**src/rtl/xoodyak_pkg.sv**
```systemverilog
// Shared types and constants for the Xoodyak output path: block geometry,
// the buffered-entry record and the core's function codes used as tags.
package xoodyak_pkg;

  localparam int XOOD_TEXT_W = 192;
  localparam int XOOD_WORD_W = 32;
  localparam int XOOD_NW     = XOOD_TEXT_W / XOOD_WORD_W;

  typedef struct packed {
    logic [3:0]   tag;
    logic [191:0] data;
  } xood_outent_t;

  typedef enum logic [3:0] {
    IDLE  = 4'd0,
    KEY   = 4'd1,
    NONCE = 4'd2,
    ABS   = 4'd3,
    ENC   = 4'd4,
    DEC   = 4'd5,
    SQZ   = 4'd6,
    SKY   = 4'd7,
    RAT   = 4'd8
  } xood_fcode_t;

endpackage

```
**src/rtl/xoodyak_out_serializer_blk_fifo.sv**
```systemverilog
// xood_blk_fifo: DEPTH-entry register FIFO of tagged result blocks.
// DEPTH must be a power of two so the pointers wrap naturally.
module xood_blk_fifo
  import xoodyak_pkg::*;
#(
  parameter int DEPTH = 2
) (
  input  logic                   clk,
  input  logic                   reset,
  input  logic                   push,
  input  logic                   pop,
  input  xood_outent_t           wdata,
  output xood_outent_t           rdata,
  output logic [$clog2(DEPTH):0] count,
  output logic                   full
);

  localparam int PW = $clog2(DEPTH);
  localparam int CW = PW + 1;

  xood_outent_t   mem [DEPTH];
  logic [PW-1:0]  wptr;
  logic [PW-1:0]  rptr;

  // Storage carries no reset; only the pointers and occupancy define validity.
  always_ff @(posedge clk) begin
    if (push) begin
      mem[wptr] <= wdata;
    end
  end

  always_ff @(posedge clk) begin
    if (reset) begin
      wptr  <= '0;
      rptr  <= '0;
      count <= '0;
    end else begin
      if (push) begin
        wptr <= wptr + 1'b1;
      end
      if (pop) begin
        rptr <= rptr + 1'b1;
      end
      count <= count + CW'(push) - CW'(pop);
    end
  end

  assign rdata = mem[rptr];
  assign full  = (count == CW'(DEPTH));

endmodule

```
**src/rtl/xoodyak_out_serializer.sv**
```systemverilog
// Buffers xoodyak_build result blocks and streams them as MS-first words.
// Define XOOD_OUT_OVF_STICKY_EN for a sticky ovf flag plus a drop counter ovf_cnt.
module xoodyak_out_serializer
  import xoodyak_pkg::*;
#(
  parameter int TEXT_W = 192,
  parameter int WORD_W = 32,
  parameter int DEPTH  = 2,
  parameter int TAG_W  = 4
) (
  input  logic                   eph1,
  input  logic                   reset,
  input  logic [TEXT_W-1:0]      textout,
  input  logic                   textout_valid,
  input  logic [4:0]             opmode,
  output logic [WORD_W-1:0]      out_word,
  output logic [TAG_W-1:0]       out_tag,
  output logic                   out_valid,
  output logic                   out_last,
  input  logic                   out_ready,
  output logic [$clog2(DEPTH):0] fifo_count,
`ifdef XOOD_OUT_OVF_STICKY_EN
  output logic [7:0]             ovf_cnt,
`endif
  output logic                   ovf
);

  localparam int NW    = TEXT_W / WORD_W;
  localparam int IDX_W = (NW > 1) ? $clog2(NW) : 1;
  localparam logic [IDX_W-1:0] LAST_IDX = IDX_W'(NW - 1);

  xood_outent_t                 wr_ent;
  xood_outent_t                 head;
  logic [NW-1:0][WORD_W-1:0]    head_words;
  logic [IDX_W-1:0]             widx;
  logic                         full;
  logic                         xfer;
  logic                         pop;
  logic                         push;
  logic                         drop;
  logic                         unused_opmode_hi;

  assign unused_opmode_hi = opmode[4];
  assign wr_ent = '{tag: opmode[3:0], data: textout};

  // A pop frees the head slot in the same cycle, so a full FIFO can still accept.
  assign out_valid = (fifo_count != '0);
  assign xfer      = out_valid & out_ready;
  assign pop       = xfer & (widx == LAST_IDX);
  assign push      = textout_valid & (~full | pop);
  assign drop      = textout_valid & ~push;

  xood_blk_fifo #(
    .DEPTH (DEPTH)
  ) u_fifo (
    .clk   (eph1),
    .reset (reset),
    .push  (push),
    .pop   (pop),
    .wdata (wr_ent),
    .rdata (head),
    .count (fifo_count),
    .full  (full)
  );

  // Packed word view puts word 0 (data MSBs) at the highest index.
  assign head_words = head.data;
  assign out_word   = head_words[LAST_IDX - widx];
  assign out_tag    = head.tag;
  assign out_last   = out_valid & (widx == LAST_IDX);

  always_ff @(posedge eph1) begin
    if (reset) begin
      widx <= '0;
    end else if (pop) begin
      widx <= '0;
    end else if (xfer) begin
      widx <= widx + 1'b1;
    end
  end

`ifdef XOOD_OUT_OVF_STICKY_EN
  always_ff @(posedge eph1) begin
    if (reset) begin
      ovf     <= 1'b0;
      ovf_cnt <= '0;
    end else if (drop) begin
      ovf <= 1'b1;
      if (ovf_cnt != 8'hff) begin
        ovf_cnt <= ovf_cnt + 8'd1;
      end
    end
  end
`else
  always_ff @(posedge eph1) begin
    if (reset) begin
      ovf <= 1'b0;
    end else begin
      ovf <= drop;
    end
  end
`endif

endmodule
```
**config.mk**
```make
export PLATFORM = sky130hd
export DESIGN_NAME = xoodyak_out_serializer
export DESIGN_NICKNAME = d
export VERILOG_FILES = /design/src/rtl/xoodyak_pkg.sv /design/src/rtl/xoodyak_out_serializer_blk_fifo.sv /design/src/rtl/xoodyak_out_serializer.sv
export SDC_FILE = /design/constraint.sdc
export NUM_CORES = 1
export LEC_CHECK = 0
export ABC_AREA = 1
export CAP_MARGIN = 20
export CORE_ASPECT_RATIO = 1.5
export CORE_MARGIN = 3
export CORE_UTILIZATION = 50
export CTS_CLUSTER_SIZE = 28
export DETAILED_ROUTE_END_ITERATION = 6
export PLACE_DENSITY = 0.75
export SETUP_SLACK_MARGIN = 0.2
export SYNTH_ARGS = -nofsm -noshare
export SYNTH_HDL_FRONTEND = slang
export SYNTH_SLANG_ARGS = --single-unit
```
**constraint.sdc**
```tcl
create_clock -name eph1 -period 14.88 [get_ports eph1]
set_clock_uncertainty 0.2 [all_clocks]
set_input_delay 3.72 -clock eph1 [delete_from_list [all_inputs] [get_ports eph1]]
set_output_delay 3.72 -clock eph1 [all_outputs]
set_load 0.005 [all_outputs]
```
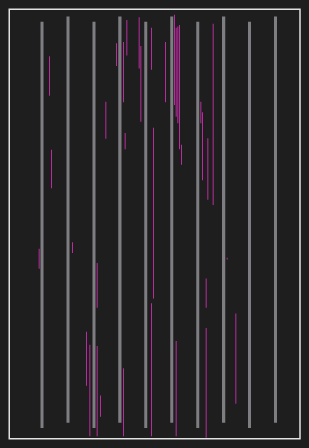
*Met4 routing*
Supply wires on this layer in gray.
main direction = vertical
longest straight run = 94.5 um
share of all routed wire = 3.0%
wire length on this layer = 1,170 um
nets with wire on the layer = 25

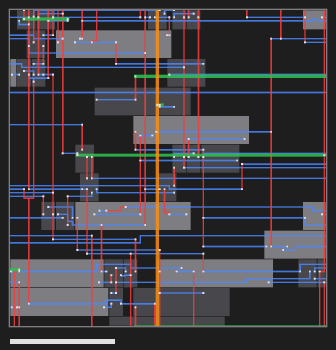
*Close-up of the layout*
Bar = 10 um. Window x 61 to 91, y 97 to 127 um. Cells in gray, sequential cells in the stronger gray; small squares are vias.
blue -> met1
orange -> met4
red -> met2
green -> met3
netlist names of flops here include = u_fifo.mem (7)
sequential cells in the window = 7
most frequent = nor2_1 (9), edfxtp_1 (7)
cells with their middle in the window = 30

==> notes.md <==
This memo summarizes the results of the implementation run.

Outcome
The run finished with clean final reports.

Final layout
The non-clock buffer contribution to total cell area is 12.78%. The non-clock buffer total of the final layout is 253. The area taken by multi-input logic gates is 0.003344 mm^2. The relative area of clock buffers and inverters in the final design is 6.325%. Once layout is complete, the cells apart from fillers number 1,907. The layout-stage area growth over the synthesis result is 24.17%.

The fraction of cell area in sequential cells is reported as 60.83%. In the final layout, multi-input gates take up 17.01% of the cell area. The multi-input combinational gate total is 755. Sequential cells placed in the final layout were counted as 401. The number of signal-net inverters in the final layout is 15.

Per the area breakdown, the dominant cell category is flip-flops and latches. The number of fill cells is 2,347. The final antenna diode count is 9.

Worst setup path
The STA report counts the stages on the worst setup path as 8. STA classifies the critical path startpoint as a flip-flop. The most critical setup path has its endpoint at out_word[0].

The worst setup path is captured at a primary output. Per STA, the worst path is made up of clkinv_2, buf_4, nor2_1, o21ai_0, nand3_1, nand3_1, nand2_1, clkdlybuf4s50_1. The worst setup slack for register-to-register paths is 10.37 ns. The worst stage delay on the critical path is 0.71 ns.

The launching element of the worst setup path is widx[0]$_SDFFE_PP0P_. Broken down by cell family, the worst path's largest delay share belongs to buffers and inverters. STA shows the worst reg2reg path with a cell count of 8. The worst endpoint required time is 10.96 ns. The category of the most critical setup path is flip-flop to primary output. The startpoint of the lowest-slack register-to-register path is widx[0]$_SDFFE_PP0P_.

The timing report shows the most common cell along the critical path to be sky130_fd_sc_hd__nand3_1. STA lists the maximum fanout along the critical path as 60.

Job
The number of warning messages in the logs is 33. The number of maximum-capacitance constraint violations is 0.

Final timing
The final period utilization is 52.99%. For this run, the final setup violation count is recorded as 0. Setup repair after global routing left no endpoint under its margin. The count of pins over their slew limit is 0.

The worst hold-check slack is 0.2692 ns. For this run, the top clock speed supported by timing is 126.8 MHz. Looking at the max-slew report, the worst-margin pin has a slew of 1.044 ns. The normalized max-slew margin is 30.42%. The worst path meets setup with 6.994 ns of slack.

Clock network
The clock latency on the worst-skew pair is 0.53 ns. Post-CTS repair changed the size of 0 cells. The clock net sink count is 401.

The clock tree synthesis step divided the H-tree into 2 levels. CTS added clock buffers totalling 38. In this run the post-CTS setup repair buffer count came out at 0. The buffer type at the clock tree root is sky130_fd_sc_hd__clkbuf_16. The longest clock path from root to sink contains 3 buffers. Clock-pin slew was measured on the worst setup and hold paths at 0.06 ns.

Placement
The placer's final routability congestion estimate is 0.8590. In this run the tool buffered the top-level ports with 240 buffer cells. The number of placed instances with taps included is 1,828. The post-placement cell area is 0.01838 mm^2. At the placement stage, the worst setup path has a slack of 7.570 ns.

Detailed routing
The starting DRC count in detailed routing is 765. The wire length on met2 is 19.72 mm. The routed layout has 10,440 vias. The highest metal layer carrying signal wires in the routed design is met5. The count of nets left with antenna violations once routing finished came out at 0.

The DRC violation count after routing is 0. The met1 layer wirelength in the final routing is 15.31 mm.

Hold path
The type of the tightest min-delay check is flip-flop to flip-flop. The terminating pin of the worst hold path is u_fifo.wptr$_SDFFE_PP0P_.

Pwr
The internal portion of total power is 1.979 mW. The switching power summed over all nets is 0.5525 mW. The power dissipated in combinational cells is 0.237 mW. The fraction of power consumed by the clock network is 37.9%.

The sequential cell power is 1.34 mW. The maximum vdd drop is 0.1124 mV. Per the breakdown, switching nets consume 21.83% of all power. The relative contribution of sequential cells to total power is 52.8%. The share of total power in combinational logic is 9.3%.

Per the summary, power density relative to cell area is 128.8 mW/mm^2. The total design power is 2.532 mW.

Global route
The met2 routing resource usage after global routing is 37.02%. The global-route wire length before repair is 58.04 mm. The routing usage on met1 is 29.70%. The sum of overflow across all layers after global routing is 0. The initial antenna violation count is 10. The via count of the first global-routing pass came to 10,470. Global routing consumed, on the met3 layer, 3.825% of the routing resources. Entering global routing, the biggest net connects 197 pins. The total track usage is 22.41%.

Synthesis
After synthesis, the largest area contributor takes up 74.34% of total cell area. In this run, the synthesized area fraction spent on xor and xnor cells is recorded as 0.1106%. The number of enable flip-flop cells is 392.

The cell-mix breakdown from Yosys lists the compound-gate area share as 7.570%. The synthesized design spends more area on one cell type than any other, namely sky130_fd_sc_hd__edfxtp_1. The synthesis run shows the most used standard cells to be 392 x sky130_fd_sc_hd__edfxtp_1, 327 x sky130_fd_sc_hd__nor2_1, 181 x sky130_fd_sc_hd__o21ai_0. A synthesized cell averages 12.69 um^2.

The number of synthesis warnings is 0. The mapped netlist covers 0.01584 mm^2. The total cell area reported by yosys after synthesis is 0.01584 mm^2.

The total cells reported by yosys after synthesis is 1,248. The largest combinational cell category by area is simple AND/OR/NAND/NOR gates. Per the synth stats, the proportion of register bits with asynchronous set or reset is 0%. The fraction of the mapped netlist area in simple logic gates is 13.14%. For reference, the mux area share after synthesis is 0%. Ranked by total cell area, the synthesized netlist is headed by sky130_fd_sc_hd__edfxtp_1 74%, sky130_fd_sc_hd__nor2_1 7.8%, sky130_fd_sc_hd__o21ai_0 5.7%. After synthesis the netlist holds a flip-flop and latch count of 401.

Floorplanning
The die covers 0.03389 mm^2. The die boundary height is 224.0 um. The total area inside the core boundary comes to 0.03114 mm^2. In this run the count of I/O pins placed on the die edge is 242. The number of placement rows is 79.

The floorplan step records an initial core utilization of 50.86%.
-- cells by family (layout without fill, tap and decap cells) --
family | count (synthesis) | count (layout)
other | 0 | 9
and+or+nand+nor | 519 | 519
DFF | 401 | 401
xor gates and xnor gates | 2 | 2
AOI/OAI and AO/OA | 231 | 231
buffers and inverters | 92 | 337
adders and majority gates | 3 | 3
-- sequential cells by signal, summed over array words and instances (netlist names), named ones only --
signal        cells
u_fifo.count      2
ovf               1
u_fifo.mem      392
u_fifo.rptr       1
u_fifo.wptr       1
widx              3
Power is estimated from default activity; no workload was simulated.
